### src/rtl/add_serial_pkg.sv
// Shared types and constants for the parametrised bit-serial adder.
package add_serial_pkg;

    typedef enum logic [1:0] {
        IDLE = 2'd0,
        ADD  = 2'd1,
        DONE = 2'd2
    } state_t;

    localparam logic MODE_ADD = 1'b0;
    localparam logic MODE_SUB = 1'b1;

    // Digit counter width; $clog2(1) is 0, so clamp to one bit.
    function automatic int cnt_width(input int n);
        return (n <= 1) ? 1 : $clog2(n);
    endfunction

endpackage

### src/rtl/add_serial_digit.sv
// One DIGIT-bit ripple-carry slice, reused every cycle by the serial adder.
module add_serial_digit #(
    parameter int DIGIT = 1
) (
    input  logic [DIGIT-1:0] a,
    input  logic [DIGIT-1:0] b,
    input  logic             cin,
    output logic [DIGIT-1:0] sum,
    output logic             cout
);

    logic [DIGIT:0] c;

    assign c[0] = cin;

    for (genvar i = 0; i < DIGIT; i++) begin : g_bit
        assign sum[i]  = a[i] ^ b[i] ^ c[i];
        assign c[i+1]  = (a[i] & b[i]) | (c[i] & (a[i] ^ b[i]));
    end

    assign cout = c[DIGIT];

endmodule

### src/rtl/add_serial_param.sv
// Digit-serial add/subtract, LSB digit first, with carry-out and signed overflow.
// Define ADD_SERIAL_SAT_EN to saturate the result on signed overflow.
module add_serial_param
    import add_serial_pkg::*;
#(
    parameter int WIDTH = 8,
    parameter int DIGIT = 1
) (
    input  logic             clk,
    input  logic             rst,
    input  logic             en,
    input  logic [WIDTH-1:0] a,
    input  logic [WIDTH-1:0] b,
    input  logic             sub,
    output logic [WIDTH-1:0] out,
    output logic             cout,
    output logic             ovf,
    output logic             busy,
    output logic             done
);

    localparam int N  = WIDTH / DIGIT;
    localparam int CW = cnt_width(N);
    localparam logic [CW-1:0] LAST = CW'(N - 1);

    state_t           state, state_nx;
    logic [WIDTH-1:0] a_reg, b_reg;
    logic [WIDTH-1:0] b_eff;
    logic [WIDTH-1:0] out_shift;
    logic [DIGIT-1:0] sum_d;
    logic             dig_c;
    logic             carry;
    logic             sign_a, sign_b;
    logic [CW-1:0]    count;
    logic             last;
    logic             ovf_nx;

    add_serial_digit #(.DIGIT(DIGIT)) u_digit (
        .a    (a_reg[DIGIT-1:0]),
        .b    (b_reg[DIGIT-1:0]),
        .cin  (carry),
        .sum  (sum_d),
        .cout (dig_c)
    );

    // Subtraction is a + ~b + 1: invert b at capture and seed the carry with sub.
    assign b_eff  = (sub == MODE_SUB) ? ~b : b;
    assign last   = (count == LAST);
    assign ovf_nx = (sign_a == sign_b) & (sum_d[DIGIT-1] != sign_a);
    assign busy   = (state == ADD);
    assign done   = (state == DONE);

    if (DIGIT == WIDTH) begin : g_one_digit
        assign out_shift = sum_d;
    end else begin : g_multi_digit
        assign out_shift = {sum_d, out[WIDTH-1:DIGIT]};
    end

    always_comb begin
        state_nx = state;
        case (state)
            IDLE:    if (en)   state_nx = ADD;
            ADD:     if (last) state_nx = DONE;
            DONE:    if (!en)  state_nx = IDLE;
            default: state_nx = IDLE;
        endcase
    end

    always_ff @(posedge clk) begin
        if (!rst) begin
            state  <= IDLE;
            a_reg  <= '0;
            b_reg  <= '0;
            carry  <= 1'b0;
            sign_a <= 1'b0;
            sign_b <= 1'b0;
            count  <= '0;
            out    <= '0;
            cout   <= 1'b0;
            ovf    <= 1'b0;
        end else begin
            state <= state_nx;
            case (state)
                IDLE: begin
                    if (en) begin
                        a_reg  <= a;
                        b_reg  <= b_eff;
                        carry  <= sub;
                        sign_a <= a[WIDTH-1];
                        sign_b <= b_eff[WIDTH-1];
                        count  <= '0;
                        out    <= '0;
                        cout   <= 1'b0;
                        ovf    <= 1'b0;
                    end
                end
                ADD: begin
                    out   <= out_shift;
                    a_reg <= a_reg >> DIGIT;
                    b_reg <= b_reg >> DIGIT;
                    carry <= dig_c;
                    count <= count + 1'b1;
                    if (last) begin
                        cout <= dig_c;
                        ovf  <= ovf_nx;
`ifdef ADD_SERIAL_SAT_EN
                        if (ovf_nx)
                            out <= sign_a ? {1'b1, {(WIDTH-1){1'b0}}}
                                          : {1'b0, {(WIDTH-1){1'b1}}};
`endif
                    end
                end
                default: ;
            endcase
        end
    end

endmodule

### config.mk
export PLATFORM = sky130hd
export DESIGN_NAME = add_serial_param
export DESIGN_NICKNAME = d
export VERILOG_FILES = /design/src/rtl/add_serial_pkg.sv /design/src/rtl/add_serial_digit.sv /design/src/rtl/add_serial_param.sv
export SDC_FILE = /design/constraint.sdc
export NUM_CORES = 1
export LEC_CHECK = 0
export CORE_AREA = 2 2 80 82
export CTS_CLUSTER_SIZE = 12
export DETAILED_ROUTE_END_ITERATION = 6
export DIE_AREA = 0 0 82 84
export PLACE_DENSITY = 0.43
export SETUP_SLACK_MARGIN = 0.2
export SLEW_MARGIN = 20
export SYNTH_ARGS = -nofsm -noshare
export SYNTH_HDL_FRONTEND = slang
export SYNTH_SLANG_ARGS = --single-unit
### constraint.sdc
create_clock -name clk -period 2.1 [get_ports clk]
set_input_delay 0.42 -clock clk [delete_from_list [all_inputs] [get_ports clk]]
set_output_delay 0.42 -clock clk [all_outputs]
set_load 0.02 [all_outputs]
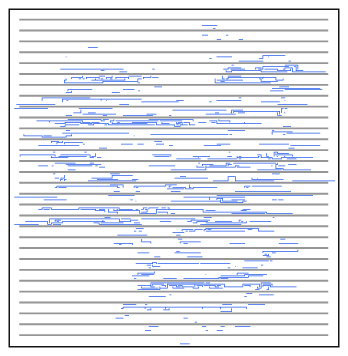
(M1 wires)
Scale: 4 px per micron. Supply wires on this layer in grey.
The longest straight run is 30.8 microns. 203 nets have wire on it. The layer carries 1760 microns of wire. The layer holds 50% of the routed length. The wires run mostly horizontal.
total wirelength of the detailed-routed design: 3548 microns
met1 GRT Util: 0.1505

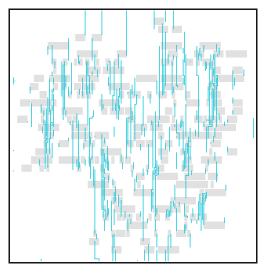
(met2 routing)
Scale: 3 px per micron. Cells faint in the background.
182 nets have wire on it. The layer holds 43% of the routed length. The layer carries 1540 microns of wire.
global routing met2 resource utilization: 0.1633
vias after detailed routing: 1289

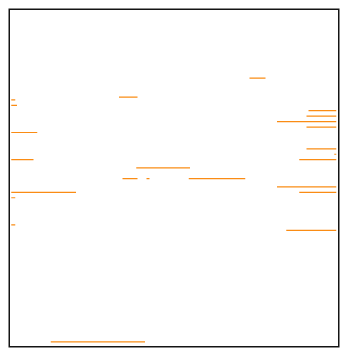
(M3 wires)
Scale: 4 px per micron.
The wires run mostly horizontal. The layer carries 180 microns of wire. 20 nets have wire on it.
met3 routing resource usage after global routing: 0.03355

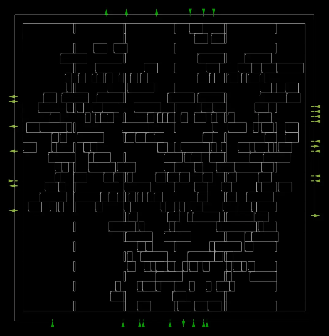
(placed standard cells)
fraction of area in registers: 0.3428
number of tap cells inserted: 77
filler-free cell count of the finished design: 284

==> qor.yml <==
sta:
  timing.final.crit_period_ns: 1.708
  hold_viol: 0
  setup_viol: 0
  finalMaxSlewViolations: 0
  final_min_period_over_clock_period: 0.8132
  clock.fmax_mhz: 585.6
  max_slew.worst_pin.slew_ns: 0.4887
power_and_ir_drop:
  combinationalPower_mw: 0.224
  sequentialPowerShare: 0.463
  sequentialPower_mw: 0.703
  p_leak_nw: 0.7345
placement:
  placedCellCount: 276
  placement.cell_area_sq_um: 1882
  detailedPlace.worstSlack_ns: 0.2741
finish:
  post_route_cells_drive_above_1_share: 0.1111
  final_net_count: 229
  layout.cells.most_common_list: "dfxtp_1, nand2_1, clkdlybuf4s50_1, a21oi_1"
  number_of_logic_inverters_in_the_finished_layout: 5
  n_fill_cell: 663
global_route:
  initial_antenna_violation_count: 0
logic_synthesis:
  synthTopLogicFamily: "simple AND/OR/NAND/NOR gates"
  post_synth_num_cell_types: 33
  synth.net_count: 194
  ys_sh_mux: 0
  synthCells: 171
  yosysWarningCount: 0
flow_run:
  cap_violations: 0
cts:
  clockBufferDepth: 2
  post_cts.repair.setup_buffers: 0
die:
  core.rowCount: 29
  core_footprint_sq_um: 6096
critical_path:
  critPathBufInv: 2
  critical_path.startpoint: "state[1]"
  reg_to_reg_end: "b_reg[0]"
  slowest_delay_ns: 0.40
min_path:
  worstHoldStart: "out[6]"
outcome:
  outcome: "complete, no violations"
## worst register-to-register path, cell delays in order, from the launching register on
cell and delay (ns):
dfxtp_2 0.40, nand2b_1 0.18, buf_4 0.26, nor2_1 0.11, buf_4 0.17, a221o_1 0.34
## logic make-up (layout without fill, tap and decap cells)
| group | count (synthesis) | after routing |
|---|---|---|
| compound gates | 43 | 43 |
| xor+xnor | 8 | 8 |
| fa+ha+maj | 3 | 3 |
| buf+inv | 18 | 54 |
| flops | 34 | 34 |
| simple gates | 65 | 65 |
## layer usage
metal / vias up / GRT usage / share of wire
met5: - / 0 / 0
met4: 0 / 0.04545 / 0.017
li1: 659 / - / -
met1: 598 / 0.1505 / 0.50
met2: 27 / 0.1633 / 0.43
met3: 5 / 0.03355 / 0.050
